--- src/rtl/fakeram7_pkg.sv ---
// Shared definitions for the fakeram7 dual-port controller: default macro geometry and FSM encoding.
package fakeram7_pkg;

    localparam int DEF_BITS       = 32;
    localparam int DEF_WORD_DEPTH = 8192;
    localparam int DEF_ADDR_WIDTH = 13;

    typedef enum logic [1:0] {
        INIT  = 2'd0,
        CLEAR = 2'd1,
        RUN   = 2'd2
    } ctrl_state_e;

endpackage

--- src/rtl/fakeram7_rsp_fifo.sv ---
// Two-entry response buffer for one port; rsp_valid is simply "not empty".
module fakeram7_rsp_fifo
    import fakeram7_pkg::*;
#(
    parameter int BITS = DEF_BITS
) (
    input  logic            clk,
    input  logic            rst_n,
    input  logic            push,
    input  logic [BITS-1:0] push_data,
    output logic            rsp_valid,
    input  logic            rsp_ready,
    output logic [BITS-1:0] rsp_data,
    output logic [1:0]      count
);

    logic [BITS-1:0] mem [2];
    logic            wr_ptr;
    logic            rd_ptr;
    logic            pop;

    assign rsp_valid = (count != 2'd0);
    assign rsp_data  = mem[rd_ptr];
    assign pop       = rsp_valid && rsp_ready;

    // Push and pop in the same cycle leave the occupancy unchanged, even when full.
    always_ff @(posedge clk or negedge rst_n) begin
        if (!rst_n) begin
            for (int i = 0; i < 2; i++) mem[i] <= '0;
            wr_ptr <= 1'b0;
            rd_ptr <= 1'b0;
            count  <= 2'd0;
        end else begin
            if (push) begin
                mem[wr_ptr] <= push_data;
                wr_ptr      <= ~wr_ptr;
            end
            if (pop) rd_ptr <= ~rd_ptr;
            if (push && !pop)      count <= count + 2'd1;
            else if (pop && !push) count <= count - 2'd1;
        end
    end

endmodule

--- src/rtl/fakeram7_dp_ctrl.sv ---
// Request-side controller for a 1-cycle dual-port fakeram7 macro with optional power-up clear.
// Optional perf counters (perf_ops, perf_stalls) are built when FAKERAM7_DP_CTRL_PERF_EN is defined.
module fakeram7_dp_ctrl
    import fakeram7_pkg::*;
#(
    parameter int BITS           = DEF_BITS,
    parameter int WORD_DEPTH     = DEF_WORD_DEPTH,
    parameter int ADDR_WIDTH     = DEF_ADDR_WIDTH,
    parameter int CLEAR_ON_RESET = 1
) (
    input  logic                  clk,
    input  logic                  rst_n,
    input  logic                  req_a_valid,
    output logic                  req_a_ready,
    input  logic                  req_a_we,
    input  logic [ADDR_WIDTH-1:0] req_a_addr,
    input  logic [BITS-1:0]       req_a_wdata,
    input  logic [BITS-1:0]       req_a_wmask,
    input  logic                  req_b_valid,
    output logic                  req_b_ready,
    input  logic                  req_b_we,
    input  logic [ADDR_WIDTH-1:0] req_b_addr,
    input  logic [BITS-1:0]       req_b_wdata,
    input  logic [BITS-1:0]       req_b_wmask,
    output logic                  rsp_a_valid,
    input  logic                  rsp_a_ready,
    output logic [BITS-1:0]       rsp_a_rdata,
    output logic                  rsp_b_valid,
    input  logic                  rsp_b_ready,
    output logic [BITS-1:0]       rsp_b_rdata,
    output logic                  ram_ce,
    output logic [ADDR_WIDTH-1:0] ram_addr_a,
    output logic [ADDR_WIDTH-1:0] ram_addr_b,
    output logic                  ram_we_a,
    output logic                  ram_we_b,
    output logic [BITS-1:0]       ram_wd_a,
    output logic [BITS-1:0]       ram_wd_b,
    output logic [BITS-1:0]       ram_wmask_a,
    output logic [BITS-1:0]       ram_wmask_b,
    input  logic [BITS-1:0]       ram_rd_a,
    input  logic [BITS-1:0]       ram_rd_b,
    output logic                  init_done
`ifdef FAKERAM7_DP_CTRL_PERF_EN
    ,
    output logic [31:0]           perf_ops,
    output logic [31:0]           perf_stalls
`endif
);

    localparam logic [1:0] S_INIT  = INIT;
    localparam logic [1:0] S_CLEAR = CLEAR;
    localparam logic [1:0] S_RUN   = RUN;
    localparam logic [ADDR_WIDTH-2:0] CLR_LAST = (ADDR_WIDTH-1)'(WORD_DEPTH / 2 - 1);

    logic [1:0]            state;
    logic [ADDR_WIDTH-2:0] clr_cnt;
    logic [ADDR_WIDTH-1:0] last_addr_a, last_addr_b;
    logic                  rd_pend_a, rd_pend_b;
    logic [1:0]            occ_a, occ_b;
    logic [1:0]            load_a, load_b;
    logic                  run, hazard, iss_a, iss_b;

    assign run    = (state == S_RUN);
    assign load_a = occ_a + {1'b0, rd_pend_a};
    assign load_b = occ_b + {1'b0, rd_pend_b};

    // A always wins a same-address conflict involving a write, so B sees A's write a cycle later.
    assign hazard      = req_a_valid && (req_a_addr == req_b_addr) && (req_a_we || req_b_we);
    assign req_a_ready = run && (load_a < 2'd2);
    assign req_b_ready = run && (load_b < 2'd2) && !hazard;
    assign iss_a       = req_a_valid && req_a_ready;
    assign iss_b       = req_b_valid && req_b_ready;

    always_comb begin
        ram_ce      = 1'b0;
        ram_addr_a  = last_addr_a;
        ram_addr_b  = last_addr_b;
        ram_we_a    = 1'b0;
        ram_we_b    = 1'b0;
        ram_wd_a    = '0;
        ram_wd_b    = '0;
        ram_wmask_a = '0;
        ram_wmask_b = '0;
        if (state == S_CLEAR) begin
            ram_ce      = 1'b1;
            ram_addr_a  = {clr_cnt, 1'b0};
            ram_addr_b  = {clr_cnt, 1'b1};
            ram_we_a    = 1'b1;
            ram_we_b    = 1'b1;
            ram_wmask_a = '1;
            ram_wmask_b = '1;
        end else begin
            ram_ce = iss_a || iss_b;
            if (iss_a) begin
                ram_addr_a  = req_a_addr;
                ram_we_a    = req_a_we;
                ram_wd_a    = req_a_wdata;
                ram_wmask_a = req_a_wmask;
            end
            if (iss_b) begin
                ram_addr_b  = req_b_addr;
                ram_we_b    = req_b_we;
                ram_wd_b    = req_b_wdata;
                ram_wmask_b = req_b_wmask;
            end
        end
    end

    // Idle ports replay their last address so the macro pins never float while ram_ce is high.
    always_ff @(posedge clk or negedge rst_n) begin
        if (!rst_n) begin
            state       <= S_INIT;
            clr_cnt     <= '0;
            init_done   <= 1'b0;
            last_addr_a <= '0;
            last_addr_b <= '0;
            rd_pend_a   <= 1'b0;
            rd_pend_b   <= 1'b0;
        end else begin
            last_addr_a <= ram_addr_a;
            last_addr_b <= ram_addr_b;
            rd_pend_a   <= iss_a && !req_a_we;
            rd_pend_b   <= iss_b && !req_b_we;
            case (state)
                S_INIT: begin
                    if (CLEAR_ON_RESET != 0) begin
                        state <= S_CLEAR;
                    end else begin
                        state     <= S_RUN;
                        init_done <= 1'b1;
                    end
                end
                S_CLEAR: begin
                    clr_cnt <= clr_cnt + 1'b1;
                    if (clr_cnt == CLR_LAST) begin
                        state     <= S_RUN;
                        init_done <= 1'b1;
                    end
                end
                S_RUN:   init_done <= 1'b1;
                default: state <= S_INIT;
            endcase
        end
    end

    fakeram7_rsp_fifo #(.BITS(BITS)) u_fifo_a (
        .clk       (clk),
        .rst_n     (rst_n),
        .push      (rd_pend_a),
        .push_data (ram_rd_a),
        .rsp_valid (rsp_a_valid),
        .rsp_ready (rsp_a_ready),
        .rsp_data  (rsp_a_rdata),
        .count     (occ_a)
    );

    fakeram7_rsp_fifo #(.BITS(BITS)) u_fifo_b (
        .clk       (clk),
        .rst_n     (rst_n),
        .push      (rd_pend_b),
        .push_data (ram_rd_b),
        .rsp_valid (rsp_b_valid),
        .rsp_ready (rsp_b_ready),
        .rsp_data  (rsp_b_rdata),
        .count     (occ_b)
    );

`ifdef FAKERAM7_DP_CTRL_PERF_EN
    logic [32:0] ops_sum;
    assign ops_sum = {1'b0, perf_ops} + {31'd0, iss_a} + {31'd0, iss_b};

    // Both counters saturate rather than wrap.
    always_ff @(posedge clk or negedge rst_n) begin
        if (!rst_n) begin
            perf_ops    <= '0;
            perf_stalls <= '0;
        end else begin
            perf_ops <= ops_sum[32] ? '1 : ops_sum[31:0];
            if (run && req_b_valid && hazard && (perf_stalls != '1))
                perf_stalls <= perf_stalls + 32'd1;
        end
    end
`endif

endmodule

--- config.mk ---
export PLATFORM = sky130hd
export DESIGN_NAME = fakeram7_dp_ctrl
export DESIGN_NICKNAME = d
export VERILOG_FILES = /design/src/rtl/fakeram7_pkg.sv /design/src/rtl/fakeram7_rsp_fifo.sv /design/src/rtl/fakeram7_dp_ctrl.sv
export SDC_FILE = /design/constraint.sdc
export NUM_CORES = 1
export LEC_CHECK = 0
export CAP_MARGIN = 40
export CORE_AREA = 2 2 176 178
export CTS_BUF_LIST = sky130_fd_sc_hd__clkbuf_2
export DETAILED_ROUTE_END_ITERATION = 10
export DIE_AREA = 0 0 178 180
export MAX_ROUTING_LAYER = met4
export PLACE_DENSITY = 0.71
export SLEW_MARGIN = 40
export SYNTH_ARGS = -nofsm -noshare
export SYNTH_HDL_FRONTEND = slang
export SYNTH_SLANG_ARGS = --single-unit
--- constraint.sdc ---
create_clock -name clk -period 3.25 [get_ports clk]
set_input_delay 0.65 -clock clk [delete_from_list [all_inputs] [get_ports clk]]
set_output_delay 0.65 -clock clk [all_outputs]
set_load 0.02 [all_outputs]
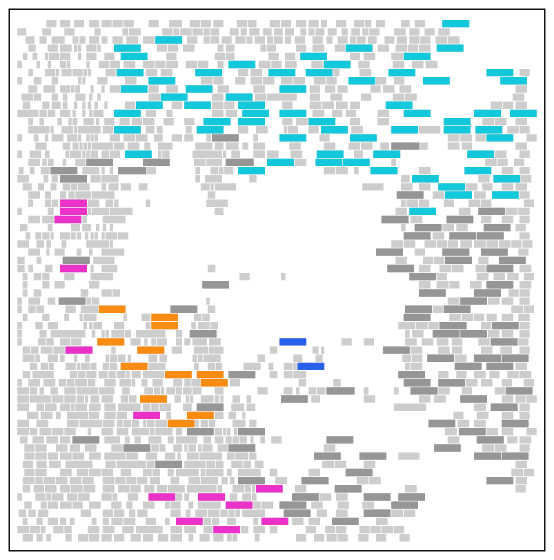
(sequential cells grouped by signal name)
- blue: u_fifo_b.count (placed flops 2)
- magenta: last_addr_b (placed flops 13)
- cyan: u_fifo_a.mem (placed flops 64; where a horizontal strip, top)
- orange: clr_cnt (placed flops 12)
- not colored: 88

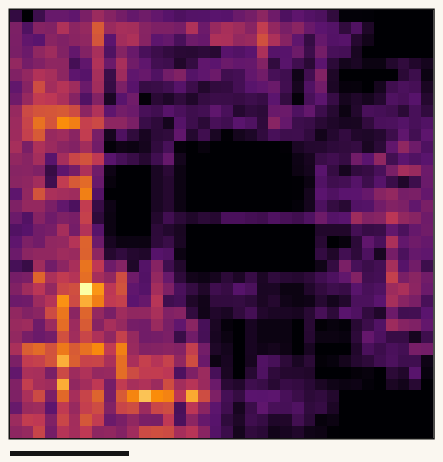
(wire density map)
Bar = 50 µm. The die is cut into 36 by 36 equal tiles; black is low, pale yellow is high, scaled to the fullest tile. Values are wire area over tile area, all layers added.
- fullest tile: 0.83
- emptiest ninth of the die: middle
- mean over tiles: 0.19
- nearly empty tiles: 17%
- tiles over half the peak: 9.2%

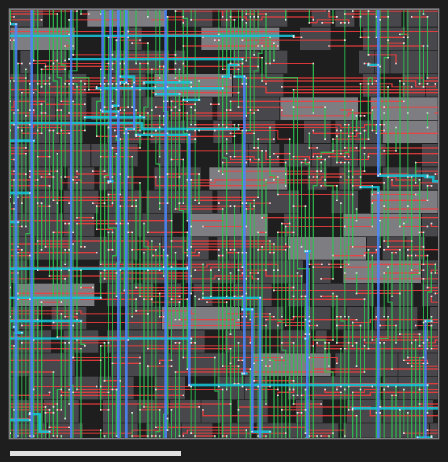
(close-up of the layout)
Bar = 20 µm. Region (20, 20) to (70, 70) µm. Cells in gray, sequential cells in the stronger gray; small squares are vias.
- red: metal 1
- blue: metal 4
- cyan: metal 3
- green: metal 2
- cells with their middle in the window: 194
- most frequent: buf_4 (24), buf_6 (23), clkdlybuf4s50_1 (19)
- netlist names of flops here include: clr_cnt (9), last_addr_a (5), last_addr_b (2)
- sequential cells in the window: 16

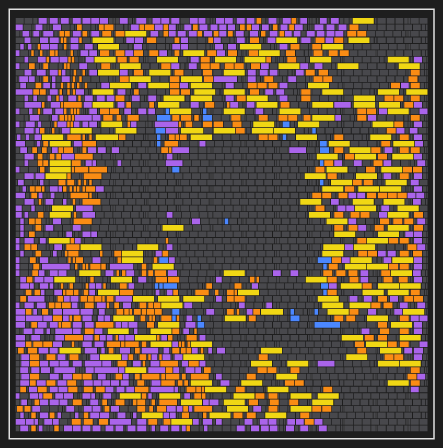
(placement by cell class)
Fill, decap, tap and diode cells in gray.
- blue: clock drivers and dummy loads (cells 32)
- yellow: flops (cells 179)
- purple: other buffers and delay cells (cells 548)
- orange: combinational and other logic (cells 539)

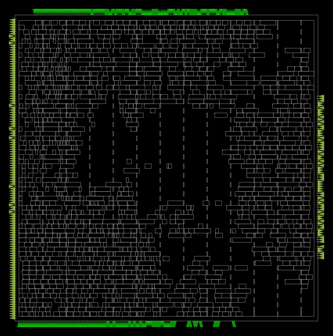
(placed standard cells)
flop share of the area: 29.1%
# fillers: 2728
core area: 30200 µm²
n_taps: 396

==> out/qor.txt <==
Die Width: 178 µm
biggest area cells: dfrtp_1, mux2_2, and3_1, nand2_1, a21o_1
Slew Viols, Final: 0
most used cell, CP: buf_6
Post-Route WL: 37600 µm
Worst path slowest cell: or4_4
first drt pass iteration count: 4
post-synthesis register bit count: 179
tool warnings: 28
most frequent logic cell in the layout: clkdlybuf4s50_1
register area: 4480 µm²
leakage: 7.10 nW
Mapped Area: 8880 µm²
die footprint: 32000 µm²
post-synth top area cell: dfrtp_1
GRT Util Overall: 23.1%
PwrDens: 261 nW/µm²
Routed WL per cell: 22.1 µm
cycle use final: 102%
first-pass GRT wire length: 54200 µm
vias in the first global route: 8559
CP delay by family, top: simple AND/OR/NAND/NOR gates
# setup viols final: 14
critical-path cell list: clkdlybuf4s15_1 > xnor2_1 > nand4_1 > or4_4 > buf_6 > buf_16 > a31oi_1 > a21oi_2 > buf_6
violated checks: setup timing
dpl cells: 1618
Detail Placement HPWL: 27600 µm
Finished Layout Cells: 1704
CTS tree: done
dpl ws: -678 ps
CTS Buffer Depth: 2
logic area: 4780 µm²
status: finished with violations
final setup margin: -74.0 ps
Num CTS Buffers: 17
Overflow after GRT: 0
IO Pins: 452
H-tree depth: 4
Tmin final: 3320 ps
number of antenna violations at the first check in global routing: 10
max-cap violations: 0
Async SR Flop Fraction: 100%
Slew HR: 51.6%
R2R cell count: 10
DRC Markers: 0
Nets: 1514
Worst-Skew Late Latency: 760 ps
Hold Slack: 171 ps
Worst Path Class, Setup: in -> out
[path summary, 6_finish.rpt]
kind	startpoint	end	slack (ps)
setup / recovery	req_a_addr[8]	ram_addr_b[11]	-70
setup reg to reg	rd_pend_b	last_addr_b[11]	1230
min in group asynchronous	rst_n	u_fifo_b.mem[17]	450
hold reg to reg	u_fifo_a.count[0]	u_fifo_a.count[0]	520
hold / removal	req_b_addr[0]	last_addr_b[0]	170
max in group asynchronous	rst_n	rd_pend_a	1880
[flip-flops by register name, summed over array words and instances (netlist names)]
name / count
clr_cnt: 12
init_done: 1
last_addr_a: 13
last_addr_b: 13
rd_pend_a: 1
rd_pend_b: 1
state: 2
u_fifo_a.count: 2
u_fifo_a.mem: 64
u_fifo_a.rd_ptr: 1
u_fifo_a.wr_ptr: 1
u_fifo_b.count: 2
u_fifo_b.mem: 64
u_fifo_b.rd_ptr: 1
u_fifo_b.wr_ptr: 1
[repair_timing]
action / in CTS / in global routing
cloned: 4 / 2
endpoints found under the hold margin: 74 / 0
setup buffers: 20 / 20
resized: 582 / 277
pin swaps: 33 / 71
endpoints found under the setup margin: 208 / 123
hold buffers: 1 / 0
[per-layer routing]
metal	track usage (%)	wire, µm	vias to the layer above
met4	8.46	1460	0
met1	27.6	14900	4244
met3	4.97	2600	72
li1	-	-	3763
met2	38.1	18600	370
met5	-	0	-
[metrics by stage]
step | util (%) | power, mW | setup TNS [ps]
after floorplan | - | 2.38 | 0
after detailed placement | 47.2 | 2.77 | -57540
final | 51.1 | 4.02 | -356
after global routing | 51.1 | 4.22 | -6080
after global placement | 47.0 | 2.76 | -59330
after CTS | 48.8 | 4.09 | -1160
[worst min-delay path, stage by stage]
cell	delay, ps
buf_2	130
nand3_2	60
nand3_2	90
[layout make-up]
type                            count  area share [%]
Clock buffer                       17           0.551
Multi-Input combinational cell    538            31.0
Clock inverter                     15            1.22
Inverter                            1          0.0243
Timing Repair Buffer              548            34.8
Sequential cell                   179            29.1
Tap cell                          396            3.21
Antenna cell                       10           0.162
[cells by family (layout without fill, tap and decap cells)]
logic type | count (synthesis) | after routing | share of synthesized area (%)
multiplexers | 192 | 192 | 24.4
AND/OR/NAND/NOR | 218 | 218 | 12.0
adder cells (fa/ha/maj) | 3 | 3 | 0.423
flip-flops | 179 | 179 | 50.5
AND-OR/OR-AND | 91 | 91 | 6.52
XOR/XNOR | 34 | 34 | 3.35
other | 0 | 10 | 0
buffers and inverters | 63 | 581 | 2.93
[cell usage after synthesis, types with 2 or more instances]
master    number
mux2_2       181
dfrtp_1      179
nand2_1      105
and3_1        68
clkbuf_1      38
a21o_1        35
xnor2_1       28
a31oi_1       25
nor2_1        16
a21oi_1       15
o21ai_0       13
buf_1         12
mux2_1        11
buf_2         10
nand4_1        8
nand3_1        6
xor2_1         6
and2_1         3
ha_1           3
nor2b_1        3
nand2b_1       2
o211ai_1       2
or2_2          2
[power breakdown]
part | total, mW | switching, mW | internal (mW)
Clock | 1.28 | 0.941 | 0.340
Combinational | 0.450 | 0.163 | 0.287
Sequential | 2.29 | 0.0178 | 2.27
Power is estimated from default activity; no workload was simulated.
